File: config.mk
export PLATFORM = sky130hd
export DESIGN_NAME = ts_meas_sequencer
export DESIGN_NICKNAME = d
export VERILOG_FILES = /design/src/rtl/ts_pkg.sv /design/src/rtl/ts_seq_timer.sv /design/src/rtl/ts_meas_sequencer.sv
export SDC_FILE = /design/constraint.sdc
export NUM_CORES = 1
export LEC_CHECK = 0
export CAP_MARGIN = 20
export CORE_MARGIN = 4
export CORE_UTILIZATION = 55
export CTS_CLUSTER_DIAMETER = 30
export DETAILED_ROUTE_END_ITERATION = 7
export GPL_ROUTABILITY_DRIVEN = 0
export PLACE_DENSITY = 0.82
export SETUP_SLACK_MARGIN = 0.05
export SYNTH_ARGS = -nofsm -noshare
export SYNTH_HDL_FRONTEND = slang
export SYNTH_SLANG_ARGS = --single-unit
export TNS_END_PERCENT = 50
File: constraint.sdc
create_clock -name clk_100MHz -period 3.19 [get_ports clk_100MHz]
set_input_delay 0.638 -clock clk_100MHz [delete_from_list [all_inputs] [get_ports clk_100MHz]]
set_output_delay 0.638 -clock clk_100MHz [all_outputs]
set_load 0.005 [all_outputs]
File: src/rtl/ts_pkg.sv
// Shared definitions for the Mic4 temperature-sensor measurement sequencer.
//   ts_state_e      one-hot FSM encoding (6 states)
//   TMO_CYCLES_DEF  default trigger-to-valid timeout (10 ms at 100 MHz)
//   RST_CYCLES_DEF  default number of cycles the sensor reset is held
//   acc_width()     accumulator width: sample width plus log2(samples) guard bits
package ts_pkg;

  typedef enum logic [5:0] {
    S_IDLE    = 6'b000001,
    S_TRIG    = 6'b000010,
    S_WAIT    = 6'b000100,
    S_GAP     = 6'b001000,
    S_DONE    = 6'b010000,
    S_RECOVER = 6'b100000
  } ts_state_e;

  localparam int TMO_CYCLES_DEF = 1_000_000;
  localparam int RST_CYCLES_DEF = 4;

  // Summing 2**avg_log2 values of count_width bits needs avg_log2 extra bits.
  function automatic int acc_width(input int count_width, input int avg_log2);
    return count_width + avg_log2;
  endfunction

endpackage

File: src/rtl/ts_seq_timer.sv
// Loadable down-counter shared by the sequencer for the WAIT timeout, the GAP
// interval and the RECOVER reset hold.
//   clk, rst_n   clock, asynchronous active-low reset
//   i_load       load i_load_val this cycle (wins over counting)
//   i_load_val   value to load
//   o_zero       counter currently holds 0
// The counter decrements once per cycle and saturates at 0, so a value V
// loaded on entry to a state gives V+1 cycles in that state before exit.
module ts_seq_timer #(
  parameter int TMO_WIDTH = 24
) (
  input  logic                 clk,
  input  logic                 rst_n,
  input  logic                 i_load,
  input  logic [TMO_WIDTH-1:0] i_load_val,
  output logic                 o_zero
);

  logic [TMO_WIDTH-1:0] r_count;

  always_ff @(posedge clk or negedge rst_n) begin
    if (!rst_n) begin
      r_count <= '0;
    end else if (i_load) begin
      r_count <= i_load_val;
    end else if (r_count != '0) begin
      r_count <= r_count - TMO_WIDTH'(1);
    end
  end

  assign o_zero = (r_count == '0);

endmodule

File: src/rtl/ts_meas_sequencer.sv
// Mic4 temperature-sensor sequencer: triggers the sensor, averages
// 2**AVG_LOG2 pulse-length samples and hands the average to the host.
// Ports:
//   clk_100MHz, RESET_N   control clock, asynchronous active-low reset
//   start                 one-shot batch request (sampled in IDLE)
//   continuous            keep restarting batches after each result
//   abort                 cancel batch, reset sensor, return to IDLE
//   interval              idle cycles between samples
//   ts_pulse / ts_rst     sensor trigger (1-cycle) and active-high reset
//   ts_pulse_len/ts_valid sensor sample and its 1-cycle strobe
//   result/result_valid   averaged pulse length and sticky valid
//   result_ack            host consumed result
//   busy, timeout_err     not-IDLE flag, sticky silent-sensor flag
//   dbg_state             current FSM state for observation
// Result handshake: result_valid rises when a batch completes and stays high
// until result_ack is seen; a completion in the same cycle as result_ack
// keeps result_valid high with the new result, and result_ack while
// result_valid is low has no effect.
module ts_meas_sequencer
  import ts_pkg::*;
#(
  parameter int TS_COUNT_WIDTH = 32,
  parameter int AVG_LOG2       = 3,
  parameter int TMO_WIDTH      = 24,
  parameter int TMO_CYCLES     = TMO_CYCLES_DEF,
  parameter int RST_CYCLES     = RST_CYCLES_DEF
) (
  input  logic                      clk_100MHz,
  input  logic                      RESET_N,
  input  logic                      start,
  input  logic                      continuous,
  input  logic                      abort,
  input  logic [TMO_WIDTH-1:0]      interval,
  output logic                      ts_pulse,
  output logic                      ts_rst,
  input  logic [TS_COUNT_WIDTH-1:0] ts_pulse_len,
  input  logic                      ts_valid,
  output logic [TS_COUNT_WIDTH-1:0] result,
  output logic                      result_valid,
  input  logic                      result_ack,
  output logic                      busy,
  output logic                      timeout_err,
  output ts_state_e                 dbg_state
);

  localparam int ACC_W = acc_width(TS_COUNT_WIDTH, AVG_LOG2);
  localparam int CNT_W = AVG_LOG2 + 1;
  localparam logic [CNT_W-1:0] LAST_CNT = CNT_W'((1 << AVG_LOG2) - 1);

  ts_state_e                 r_state;
  logic [ACC_W-1:0]          r_acc;
  logic [CNT_W-1:0]          r_cnt;
  logic [TS_COUNT_WIDTH-1:0] r_result;
  logic                      r_result_valid;
  logic                      r_timeout_err;

  logic                      w_abort;
  logic                      w_sample;
  logic                      w_last;
  logic                      w_timeout;
  logic                      w_tmr_zero;
  logic                      w_tmr_load;
  logic [TMO_WIDTH-1:0]      w_tmr_val;
  logic [ACC_W-1:0]          w_len_ext;

  // Abort only acts while a batch is in flight; RECOVER already resets the sensor.
  assign w_abort   = abort && (r_state != S_IDLE) && (r_state != S_RECOVER);
  // Abort wins over a sample arriving in the same cycle.
  assign w_sample  = (r_state == S_WAIT) && ts_valid && !w_abort;
  assign w_last    = w_sample && (r_cnt == LAST_CNT);
  // A sample on the final timer cycle still counts; timeout needs silence.
  assign w_timeout = (r_state == S_WAIT) && !ts_valid && w_tmr_zero && !w_abort;
  assign w_len_ext = ACC_W'(ts_pulse_len);

  // Timer loads happen on the transition into the state that uses them.
  always_comb begin
    w_tmr_load = 1'b0;
    w_tmr_val  = '0;
    if (w_abort || w_timeout) begin
      w_tmr_load = 1'b1;
      w_tmr_val  = TMO_WIDTH'(RST_CYCLES - 1);
    end else if (r_state == S_TRIG) begin
      w_tmr_load = 1'b1;
      w_tmr_val  = TMO_WIDTH'(TMO_CYCLES - 1);
    end else if (w_sample && !w_last) begin
      w_tmr_load = 1'b1;
      w_tmr_val  = interval;
    end
  end

  ts_seq_timer #(
    .TMO_WIDTH (TMO_WIDTH)
  ) u_timer (
    .clk        (clk_100MHz),
    .rst_n      (RESET_N),
    .i_load     (w_tmr_load),
    .i_load_val (w_tmr_val),
    .o_zero     (w_tmr_zero)
  );

  always_ff @(posedge clk_100MHz or negedge RESET_N) begin
    if (!RESET_N) begin
      r_state        <= S_IDLE;
      r_acc          <= '0;
      r_cnt          <= '0;
      r_result       <= '0;
      r_result_valid <= 1'b0;
      r_timeout_err  <= 1'b0;
    end else begin
      // Overridden below when a batch completes in this same cycle.
      if (result_ack) begin
        r_result_valid <= 1'b0;
      end
      if (w_abort) begin
        r_state <= S_RECOVER;
        r_acc   <= '0;
        r_cnt   <= '0;
      end else begin
        case (r_state)
          S_IDLE: begin
            if (start || continuous) begin
              r_state <= S_TRIG;
              r_acc   <= '0;
              r_cnt   <= '0;
              if (start) begin
                r_timeout_err <= 1'b0;
              end
            end
          end
          S_TRIG: begin
            r_state <= S_WAIT;
          end
          S_WAIT: begin
            if (w_sample) begin
              r_acc   <= r_acc + w_len_ext;
              r_cnt   <= r_cnt + CNT_W'(1);
              r_state <= w_last ? S_DONE : S_GAP;
            end else if (w_timeout) begin
              r_timeout_err <= 1'b1;
              r_state       <= S_RECOVER;
              r_acc         <= '0;
              r_cnt         <= '0;
            end
          end
          S_GAP: begin
            if (w_tmr_zero) begin
              r_state <= S_TRIG;
            end
          end
          S_DONE: begin
            r_result       <= TS_COUNT_WIDTH'(r_acc >> AVG_LOG2);
            r_result_valid <= 1'b1;
            r_acc          <= '0;
            r_cnt          <= '0;
            r_state        <= continuous ? S_TRIG : S_IDLE;
          end
          S_RECOVER: begin
            if (w_tmr_zero) begin
              r_state <= S_IDLE;
            end
          end
          default: begin
            r_state <= S_IDLE;
          end
        endcase
      end
    end
  end

  // One-hot state bits are flops, so these decodes are glitch-free.
  assign ts_pulse     = (r_state == S_TRIG);
  assign ts_rst       = (r_state == S_RECOVER);
  assign busy         = (r_state != S_IDLE);
  assign result       = r_result;
  assign result_valid = r_result_valid;
  assign timeout_err  = r_timeout_err;
  assign dbg_state    = r_state;

endmodule
Figure 1. Register map, names as in the netlist.
(3 px per um)
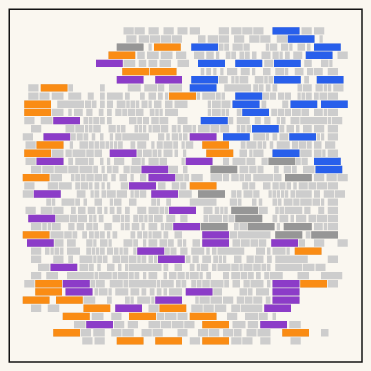
Key: `r_acc` = purple [sequential cells 35]; `u_timer.r_count` = blue [sequential cells 24, where north-east]; `result` = orange [sequential cells 32]
Another 12 sequential cells are not coloured.
area taken by flip-flops and latches: 2580 um^2
Finished Core Util: 72.2%

Figure 2. I/O nets highlighted.
(3 px per um)
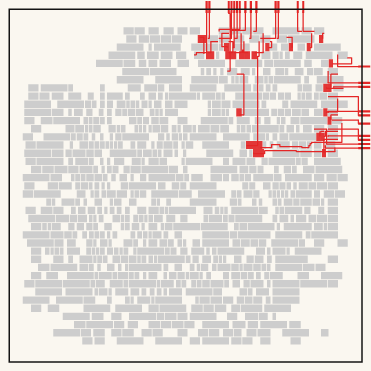
Key: `interval` = red [bits 24, direction input, edge 14 north, 10 east, end cells 24, buffers 24, wire 543 um]
ports placed on the boundary: 106
count of input and output buffers: 105

Figure 3. Cell density map.
(2 px per um) 12 x 12 tiles, from dark purple (low) to yellow (high), 0 to 100% covered.
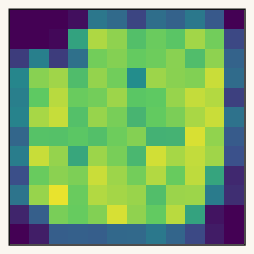
6.2% of the tiles are nearly empty. 49% of the tiles are over 75% full. The emptiest ninth of the die: north-west.
standard cell core area: 11500 um^2
Initial Utilization: 56.8%

==> reports/notes.md <==
The flow ran to the end, and the final reports show no timing, DRC or antenna violations. With the count of different cell masters after synthesis at 66, the share of the synthesized area in the top cell type is 39.0%. Counting flops with a built-in enable in the synthesized netlist gives 0. The number of clock buffers added by TritonCTS is 9. For this run, the script counts the antenna cells in the layout as 0. Power share of the clock group: 28.0%. The pre-CTS setup slack is -0.173 ns, and the die width is 117 um. In the post-synthesis netlist, the biggest area contributors are sky130_fd_sc_hd__dfrtp_1 (39%), sky130_fd_sc_hd__ha_1 (6.5%), sky130_fd_sc_hd__mux2_2 (5.7%).

Chip footprint: 13700 um^2. In the final layout, the fill cell count is 842. With fillers left out, the area of the finished cells amounts to 8320 um^2. The synthesis log from Yosys contains 0 warnings.

In the synthesis report, Yosys lists the chip area as 6550 um^2. Sorting the Yosys area breakdown by cell type puts at the top sky130_fd_sc_hd__dfrtp_1. More flip-flops sit in one register than any other, and that register is r_acc. OpenROAD warning count: 27. The logs give 6272 for the via count of the first global-routing pass and 0.348 mV for the worst vdd rail ir drop.

Summing every instance area after synthesis gives 6550 um^2. In the final design database the tool counted 945 nets. With the routed length per instance at 18.1 um, the worst path required time is 2.55 ns. Net count entering floorplan: 816. For this design the static power due to leakage is 3.70 nW. The tools report the buffer levels on the longest clock path as 2.

The net switching power in the latest report is 1.56 mW. According to the floorplan log, the row count is 39. The switching portion of total power comes to 34.7%. The worst setup path is launched from a flop. The run gives 0 for the number of routed nets with antenna violations. Subtracting the final worst setup slack from the clock period gives 3.10 ns. The class of the worst hold path is in2async. The capture point of the critical path was reported as ts_pulse. For reference, the most critical setup path is categorized as reg2out.

The area growth from synthesis to final layout is 27.1%, and the number of synthesized register bits is 103. The detailed placer reported the number of placed instances as 979. For the pin with the worst max-slew slack, the measured transition is 0.829 ns.

Yosys reported that registers with async set or reset make up 100%. The critical path in the final layout is reported with a setup slack of 0.0859 ns. For the worst setup path, the data arrival time is 2.47 ns. The run gives 30200 um for the global-route wire length before repair. In this run the critical register-to-register path is launched from u_timer.r_count[20]$_DFFE_PN0P_.

The leading register cell type out of synthesis is sky130_fd_sc_hd__dfrtp_1. The register with the most flip-flops in the layout has 35 of them. Post-route period utilization is reported as 97.3%. The logs give 0 for the residual overflow from global routing and 0 for the setup-violating endpoint count in the final report. Of all power groups, the one with the highest power is combinational logic. The run gives 0 as the number of antenna violations at the first check in global routing.

The tools report the worst setup path startpoint as dbg_state[5]$_DFFE_PN0P_. Standard cell with the maximum stage delay on the critical path: sky130_fd_sc_hd__or4_4. Global routing used 27.7% of the available tracks across all layers. Registers are responsible for 35.9% of the overall power. The endpoint identified for the worst register-to-register timing path is u_timer.r_count[16]$_DFFE_PN0P_. H-tree depth: 3. The family of cells with the greatest summed delay on the critical path was simple AND/OR/NAND/NOR gates.

Capturing element type of the critical path: an output port. Once the clock tree was built, the setup fixing pass inserted 0 buffers. The clock-net power was 1.25 mW; the maximum fanout encountered on the critical timing path was 9. Yosys instantiated no cell more often than sky130_fd_sc_hd__dfrtp_1. The cell-internal power is 2.93 mW, and the count of TritonRoute iterations in the first routing pass is 5. Average cell area after synthesis: 9.12 um^2. The share of the Yosys chip area taken by registers is 39.4%.

Setup repair after global routing could not meet its margin everywhere. TritonCTS built the clock tree. The sum of negative setup slack came out at 0 ns. The count of hold-fix buffers inserted at cts was 0; the power per cell area was 539 nW/um^2. The setup check on the worst reg-to-reg path leaves a slack of 0.39 ns. Combinational cells account for 36.1% of the total power. Sorting the synthesized cells by how often they occur yields sky130_fd_sc_hd__dfrtp_1 (102), sky130_fd_sc_hd__nand2_1 (82), sky130_fd_sc_hd__a21oi_1 (65). The root buffer cell chosen for the clock tree is sky130_fd_sc_hd__clkbuf_16. Logic depth along the worst register-to-register path is recorded as 7.

The post-synthesis cell count was 718; the max-cap check violation count was 0. Per the final report, max-transition violations number 0. Across all checked pins, the minimum headroom to the slew limit is 44.8%. The design draws 4.48 mW. The total length of routed wires came out at 18000 um. Total cells reported by yosys after synthesis: 718. For the sum of net half-perimeters after detailed placement, the log shows 13500 um. DRC violations left: 0.

From bottom edge to top edge, the die measures 117 um. Of the cells placed in the final design, the portion with a size suffix greater than 1 is 13.3%. The DRC violation total after the first TritonRoute iteration was 766; the maximum number of pins on one net before global-route repair was 66.

The logs give 0.256 ns for the hold slack and 0.36 ns for the worst-skew pair later-pin latency. Per the OpenROAD timing report, the critical path contains 4 cells. Ranking logic cells in the layout by count gives the top entries sky130_fd_sc_hd__clkdlybuf4s50_1 (104), sky130_fd_sc_hd__dfrtp_1 (102), sky130_fd_sc_hd__nand2_1 (82).

After detailed placement, the total cell area comes to 7960 um^2. The average via count per standard cell was 6.29; the count of buffering cells on the critical path with inverters included was 2. Number of hold violations in the final report: 0. Among all stages on the critical path, the maximum delay recorded is 0.59 ns. The combinational power reported by the tool is 1.62 mW.

For reference, the critical path cell chain is or4_4 -> or3b_4 -> inv_4 -> clkdlybuf4s50_1. Across all layers, the routed design uses 6261 vias. Timing would allow up to 0.322 GHz.

For the sequential group, total power comes out at 1.61 mW. The clock slew seen by the registers of the worst setup and hold paths was 0.07 ns.
Figure 4. Clock nets.
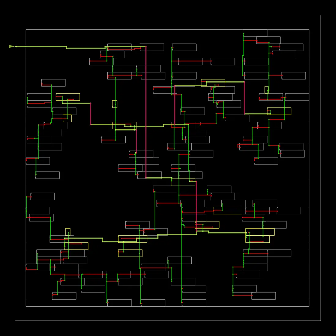
number of clock buffer instances in the layout: 10
number of clock sinks: 103
clock skew: 0.0116 ns

Figure 5. Gate-type map.
(4 px per um)
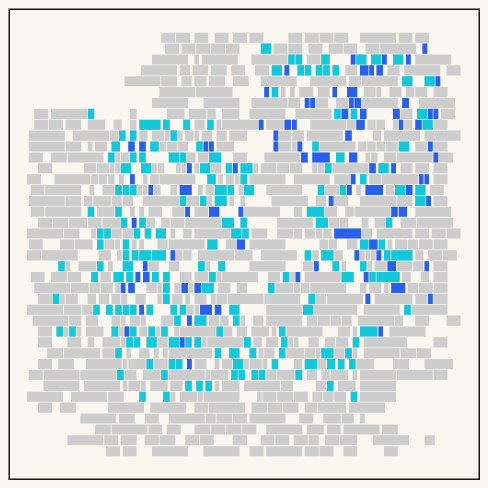
Key: aoi and oai cells = cyan [cells 178, most used a21oi_1]; nor cells = blue [cells 91, most used nor2_1]
number of cells in the finished layout apart from fillers: 995
most frequent standard cell in the layout excluding fill and tap cells: sky130_fd_sc_hd__clkdlybuf4s50_1
fraction of standard cell area in multi-input logic: 45.6%

[final cells by class]
| type | instances | area (um^2) | share of cell area (%) |
|---|---|---|---|
| inverter | 13 | 51.3 | 0.617 |
| sequential | 103 | 2580 | 31.0 |
| multi-input combinational | 573 | 3800 | 45.6 |
| clock buffer | 10 | 229 | 2.75 |
| timing repair buffer | 147 | 1380 | 16.5 |
| clock inverter | 6 | 109 | 1.31 |
| tap | 143 | 179 | 2.15 |
[worst min path at each step]
| stage | startpoint | cells after the start | to | slack (ns) |
|---|---|---|---|---|
| after floorplan | RESET_N | 0 | dbg_state[1]$_DFFE_PN0P_ | 0.34 |
| after global placement | result_valid$_DFF_PN0_ | 1 | result_valid$_DFF_PN0_ | 0.46 |
| after detailed placement | r_cnt[3]$_DFFE_PN0P_ | 1 | r_cnt[3]$_DFFE_PN0P_ | 0.48 |
| after CTS | RESET_N | 1 | result[8]$_DFFE_PN0P_ | 0.27 |
| after global routing | RESET_N | 1 | result[6]$_DFFE_PN0P_ | 0.29 |
| final | RESET_N | 1 | result[2]$_DFFE_PN0P_ | 0.26 |
[repair_timing]
action,4_1_cts,5_1_grt
resized,2,5
endpoints found under the setup margin,1,3
endpoints found under the hold margin,0,0
[routing by layer]
metal  track usage, %  share of wire (%)  vias to the layer above  wire [um]
li1                 -                  -                     2890          -
met1             34.7                 40                     2972       7150
met2             46.4                 49                      339       8830
met3             6.74                7.9                       60       1410
met4             10.5                3.3                        0        588
met5                0                  0                        -          0
[cells by family after synthesis]
group / count (synthesis) / synth area share, %
AND/OR/NAND/NOR: 247 / 18.4
AND-OR/OR-AND: 215 / 21.0
buffers and inverters: 42 / 2.96
flip-flops: 103 / 39.4
adder cells (fa/ha/maj): 35 / 6.80
multiplexers: 35 / 5.98
XOR/XNOR: 41 / 5.49
Power and IR drop assume default switching activity.
